**config.mk**
```make
export PLATFORM = sky130hd
export DESIGN_NAME = reg_array_ctrl
export DESIGN_NICKNAME = d
export VERILOG_FILES = /design/src/rtl/reg_array_ctrl.sv
export SDC_FILE = /design/constraint.sdc
export NUM_CORES = 1
export LEC_CHECK = 0
export CAP_MARGIN = 30
export CORE_MARGIN = 2
export CORE_UTILIZATION = 30
export DETAILED_ROUTE_END_ITERATION = 8
export GPL_TIMING_DRIVEN = 0
export PLACE_DENSITY_LB_ADDON = 0.25
export SKIP_CTS_REPAIR_TIMING = 1
export SLEW_MARGIN = 5
export SYNTH_ARGS = -nofsm -noshare
export SYNTH_HDL_FRONTEND = slang
export SYNTH_SLANG_ARGS = --single-unit
```
**constraint.sdc**
```tcl
create_clock -name clk -period 4 [get_ports clk]
set_clock_uncertainty 0.1 [all_clocks]
set_input_delay 0.8 -clock clk [delete_from_list [all_inputs] [get_ports clk]]
set_output_delay 0.8 -clock clk [all_outputs]
set_load 0.02 [all_outputs]
```
**src/rtl/reg_array_ctrl.sv**
```systemverilog
// rtl/reg_array_ctrl.sv - window sequencer issuing reg_array commands, read strobes and PE window tags
module reg_array_ctrl #(
    parameter int KSIZE  = 3,
    parameter int STRIDE = 1,
    parameter int ROWW   = 16,
    parameter int KW     = (KSIZE > 1) ? $clog2(KSIZE) : 1
) (
    input  logic            clk,
    input  logic            rst_n,
    input  logic            start,
    input  logic [ROWW-1:0] cfg_rows,
    output logic            busy,
    output logic            done,
    output logic            buf_rd_en,
    input  logic            buf_rd_vld,
    input  logic            fifo_empty,
    output logic            fifo_rd_en,
    output logic [1:0]      reg_array_cmd,
    output logic            pe_valid,
    input  logic            pe_ready,
    output logic [KW-1:0]   pe_ky,
    output logic [KW-1:0]   pe_kx,
    output logic            pe_last
);
    localparam logic [2:0] S_IDLE  = 3'd0;
    localparam logic [2:0] S_LOAD  = 3'd1;
    localparam logic [2:0] S_SHIFT = 3'd2;
    localparam logic [2:0] S_DRAIN = 3'd3;
    localparam logic [2:0] S_DONE  = 3'd4;

    localparam logic [1:0] CMD_BUFIN = 2'b00;
    localparam logic [1:0] CMD_SHIFT = 2'b01;
    localparam logic [1:0] CMD_FIFOI = 2'b10;
    localparam logic [1:0] CMD_HOLD  = 2'b11;

    localparam logic [KW-1:0] KMAX   = KW'(KSIZE - 1);
    // Kernel rows at or beyond this index are new input rows; earlier ones come from the line FIFO.
    localparam logic [KW-1:0] KREUSE = KW'(KSIZE - STRIDE);

    logic [2:0]      state;
    logic [ROWW-1:0] rows_q;
    logic [ROWW-1:0] row;
    logic [KW-1:0]   ky;
    logic [KW-1:0]   kx;

    logic            adv;
    logic            use_buf;
    logic            buf_fire;
    logic            load_fire;
    logic            shift_fire;
    logic            issue;
    logic            last_row;
    logic            krow_end;
    logic [KW-1:0]   win_kx;

    always_comb begin
        adv        = !pe_valid || pe_ready;
        last_row   = (row + ROWW'(1)) == rows_q;
        use_buf    = (row == '0) || (ky >= KREUSE);
        buf_rd_en  = (state == S_LOAD) && use_buf && adv;
        fifo_rd_en = (state == S_LOAD) && !use_buf && adv && !fifo_empty;
        buf_fire   = buf_rd_en && buf_rd_vld;
        load_fire  = buf_fire || fifo_rd_en;
        shift_fire = (state == S_SHIFT) && adv;
        issue      = load_fire || shift_fire;
        win_kx     = load_fire ? '0 : kx + KW'(1);
        krow_end   = issue && (win_kx == KMAX);

        reg_array_cmd = CMD_HOLD;
        if (buf_fire) begin
            reg_array_cmd = CMD_BUFIN;
        end else if (fifo_rd_en) begin
            reg_array_cmd = CMD_FIFOI;
        end else if (shift_fire) begin
            reg_array_cmd = CMD_SHIFT;
        end

        busy = (state == S_LOAD) || (state == S_SHIFT) || (state == S_DRAIN);
        done = (state == S_DONE);
    end

    always_ff @(posedge clk or negedge rst_n) begin
        if (!rst_n) begin
            state    <= S_IDLE;
            rows_q   <= '0;
            row      <= '0;
            ky       <= '0;
            kx       <= '0;
            pe_valid <= 1'b0;
            pe_ky    <= '0;
            pe_kx    <= '0;
            pe_last  <= 1'b0;
        end else begin
            // The array updates with the command, so the window tags travel with it.
            if (issue) begin
                pe_valid <= 1'b1;
                pe_ky    <= ky;
                pe_kx    <= win_kx;
                pe_last  <= last_row && (ky == KMAX) && krow_end;
            end else if (pe_ready) begin
                pe_valid <= 1'b0;
                pe_last  <= 1'b0;
            end

            case (state)
                S_IDLE: begin
                    if (start) begin
                        rows_q <= cfg_rows;
                        row    <= '0;
                        ky     <= '0;
                        kx     <= '0;
                        state  <= (cfg_rows != '0) ? S_LOAD : S_DONE;
                    end
                end
                S_LOAD, S_SHIFT: begin
                    if (issue) begin
                        kx <= win_kx;
                        if (krow_end) begin
                            if (ky == KMAX) begin
                                ky    <= '0;
                                row   <= row + ROWW'(1);
                                state <= last_row ? S_DRAIN : S_LOAD;
                            end else begin
                                ky    <= ky + KW'(1);
                                state <= S_LOAD;
                            end
                        end else begin
                            state <= S_SHIFT;
                        end
                    end
                end
                S_DRAIN: begin
                    if (adv) begin
                        state <= S_DONE;
                    end
                end
                S_DONE:  state <= S_IDLE;
                default: state <= S_IDLE;
            endcase
        end
    end
endmodule

```
==> impl_metrics.tcl, run 1 <==
# collected from the flow reports
set metrics [dict create \
    status "finished clean" \
    timing.fmax_mhz 277 \
    yosys_warnings 0 \
    top_cells_by_area "dfrtp_1 (41%), mux2_2 (7.4%), o21ai_0 (4.9%), nor2_1 (3.7%), xnor2_1 (2.9%)" \
    place_area_mm2 0.00321 \
    rows 34 \
    worst_ir_drop_vdd_v 0.000291 \
    mux_area_frac 0.0852 \
    drtIter0Drc 179 \
    p_total_mw 2.00 \
    syn_to_final_growth_pct 20.5 \
    grt_util_met2 0.244 \
    dp_slack_ns 0.418 \
    first_global_vias 2358 \
    worst-r2r-setup-slack_ns 1.24 \
    layout.nets 369 \
    setup_viol 0 \
    antenna_left 0 \
    crit_fanout 7 \
    slowest_delay_ns 0.56 \
    hold_violations 0 \
    gp_congestion 0.863 \
    dp_cells 446 \
    hold_slack_ns 0.331 \
    synth_cell_types 50 \
    lay_top_count "dfrtp_1" \
    dr.pass1.iters 4 \
    numClockSinks 45 \
    period_used_share 0.903 \
    ys_cells 304 \
]
-- run 1: sequential cells by signal, indices dropped and copies added, names as in the netlist --
name      flops
state         3
rows_q       16
pe_kx         2
row          16
ky            2
kx            2
pe_ky         2
pe_last       1
pe_valid      1
-- run 1: area by class of cell --
type | count | share of cell area
buffer | 20 | 0.0262
clock buffer | 8 | 0.0243
inverter | 10 | 0.0114
multi-input combinational | 229 | 0.450
sequential | 45 | 0.342
tap | 108 | 0.0411
timing repair buffer | 34 | 0.105
-- run 1: where the power goes --
group	total [mW]	switching, mW	internal (mW)
logic	1.01	0.554	0.455
clock network	0.273	0.149	0.124
registers	0.717	0.126	0.591
Fig. 1: run 1, PDN straps and rails
Bar = 20 um. Pins as bars on the die edge.
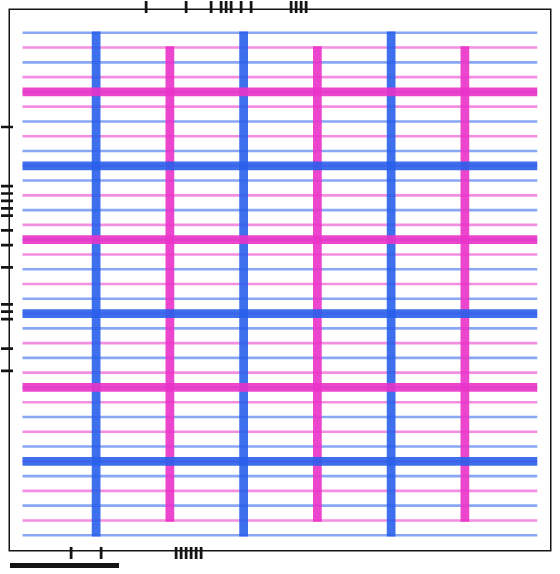
Blue is VSS. Magenta is VDD.
35 met1 rails follow the rows. 34 signal pins sit on the boundary. 6 straps on met5. The core has 34 rows.

Fig. 2: run 1, placed cells, one colour a class
Bar = 20 um.
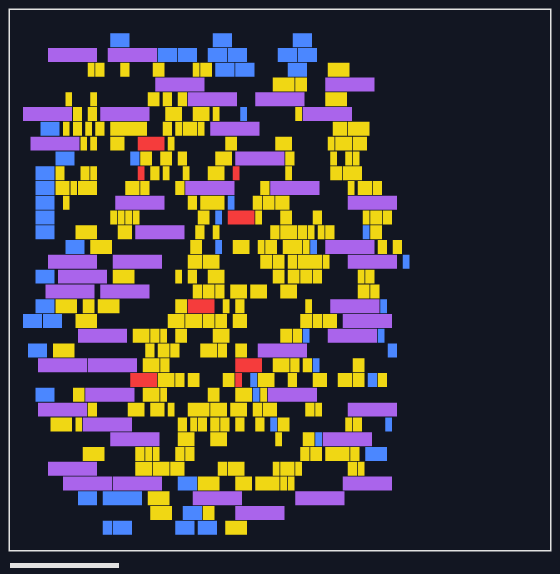
Purple is flip-flops, cells 45. Blue is other buffers and delay cells, cells 54. Red is clock drivers and dummy loads, cells 8. Yellow is all other logic, cells 239.
Final Core Density: 0.376
final instance area: 0.00329 mm2
Placeable Area: 0.00876 mm2

Fig. 3: run 1, routed clock nets over the placement
Bar = 20 um.
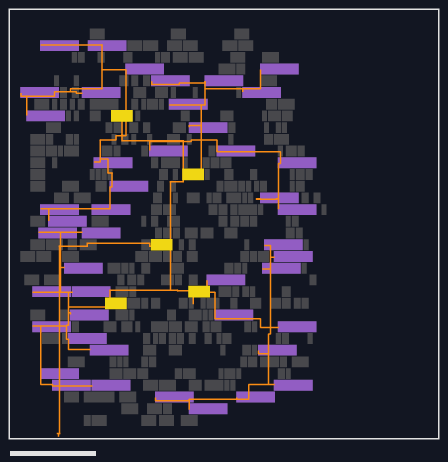
Yellow is cells driving clock nets, count 5. Purple is flip-flops, count 45. Orange is clock wires, length 603 um.
There are 6 routed clock nets.
clock group power: 0.273 mW
Clock Power Share: 0.137
Skew-Pair Late Insertion Delay: 0.29 ns

Fig. 4: run 1, metal layers overlaid
Only two layers are drawn.
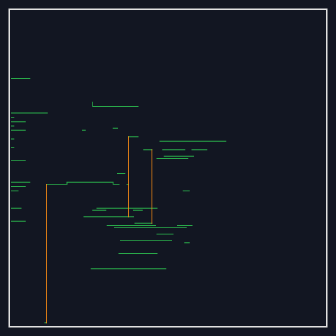
Orange is met4, wire length 91.8 um. Green is met3, wire length 303 um.
Overall Global Routing Usage: 0.150
final wirelength: 7110 um
Wirelength per Cell: 15.7 um
detailed-route via count: 2464

==> run 2, diff against run 1 <==
- clock period: 4 -> 4.45 ns (I/O delays scaled with it)
Fig. 5: run 2, PDN straps and rails
Bar = 20 um. Pins as bars on the die edge.
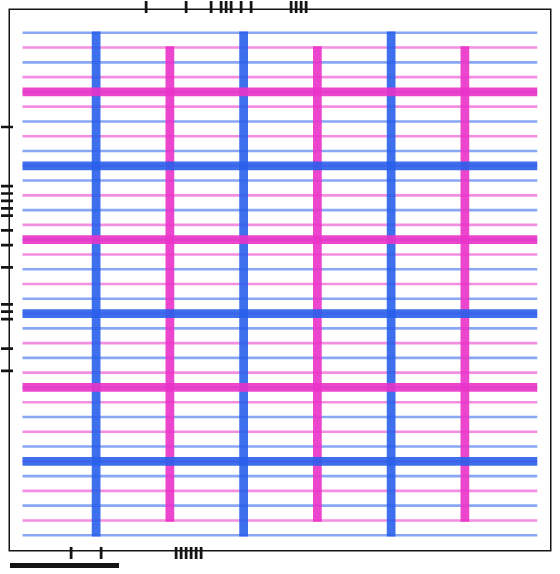
Magenta is VDD. Blue is VSS.
The core has 34 rows. 34 signal pins sit on the boundary. 6 straps on met4.
Die Wd: 99.4 um
Die Ht: 99.4 um
Peak VDD IR: 0.000261 V

Fig. 6: run 2, metal layers overlaid
Only two layers are drawn.
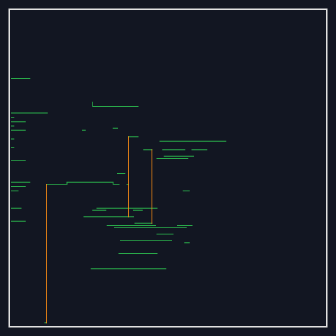
Orange is met4, wire length 91.8 um. Green is met3, wire length 303 um.

Fig. 7: run 2, placed cells, one colour a class
Bar = 20 um.
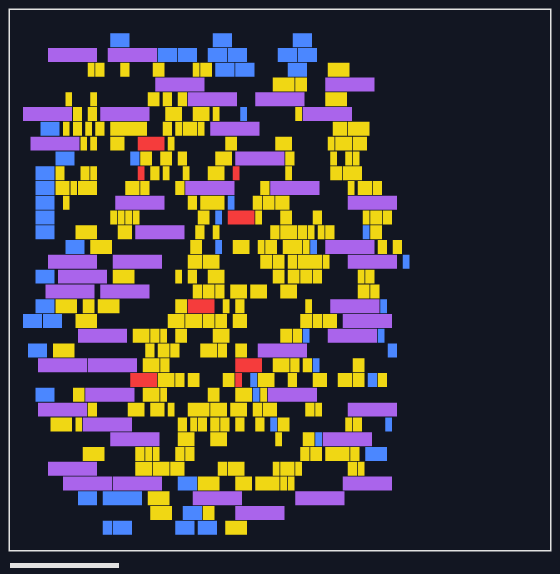
Yellow is all other logic, cells 239. Red is clock drivers and dummy loads, cells 8. Purple is flip-flops, cells 45. Blue is other buffers and delay cells, cells 54.
Rows: 34
Seq/total area: 0.342

==> impl_metrics.tcl, run 2 <==
# collected from the flow reports
set metrics [dict create \
    via_count 2464 \
    hold_slack_ns 0.414 \
    p_leak_nw 1.26 \
    synth_cell_types 50 \
    intPower_mw 1.05 \
    mux_area_frac 0.0852 \
    comb_power_share 0.505 \
    drive_gt1_frac 0.0954 \
    layout_top_cells "dfrtp_1 (45), clkdlybuf4s50_1 (32), nor2_1 (27), o21ai_0 (27), nand2_1 (19)" \
    first_global_vias 2358 \
    grt_util_met2 0.244 \
    grt_max_degree 30 \
    comb_cells 229 \
    insertion_delay_ns 0.29 \
    slowest_delay_ns 0.56 \
    grt_usage 0.150 \
    avgSynthCellArea_um2 8.98 \
    nonClkBufAreaFrac 0.131 \
    pwr-share-seq 0.358 \
    maxPowerGroup "combinational cells" \
    pg_clk_mw 0.246 \
    drtIter0Drc 179 \
    core_area_mm2 0.00876 \
    gp_congestion 0.863 \
    p_total_mw 1.80 \
    syn_to_final_growth_pct 20.5 \
    yosys_warnings 0 \
    hold_violations 0 \
    top_cells_by_area "dfrtp_1 (41%), mux2_2 (7.4%), o21ai_0 (4.9%), nor2_1 (3.7%), xnor2_1 (2.9%)" \
    dominant_cells "multi-input combinational cells" \
    layout.nets 369 \
    worstPathRequired_ns 3.46 \
    nNonClkBuffers 54 \
    status "finished clean" \
    numClockSinks 45 \
    post_drt_wl_per_cell_um 15.7 \
    clkbuf_count 8 \
    switching_share 0.415 \
    p_switching_mw 0.745 \
    n_tap_cell 108 \
    dr.pass1.iters 4 \
    inverters 10 \
    antenna_left 0 \
]
## run 2: path summary, 6_finish.rpt
path                       startpoint               end  slack [ns]  cells after the start
min in group asynchronous       rst_n         rows_q[0]        0.42                      1
max in group asynchronous       rst_n        rows_q[10]        3.33                      2
setup reg to reg             state[0]            row[5]        1.69                      9
hold / removal               pe_kx[1]          pe_kx[1]        0.41                      2
hold reg to reg              pe_kx[1]          pe_kx[1]        0.41                      2
setup / recovery             pe_ready  reg_array_cmd[0]        0.71                      6
## run 2: metrics by stage
stage / util / instance area, um2 / std cells
after detailed placement: 0.366 / 3210 / 446
after CTS: 0.376 / 3290 / 454
after global placement: 0.365 / 3200 / 445
final: 0.376 / 3290 / 454
after floorplan: - / 2730 / 304
after global routing: 0.376 / 3290 / 454
Power and IR drop assume default switching activity.
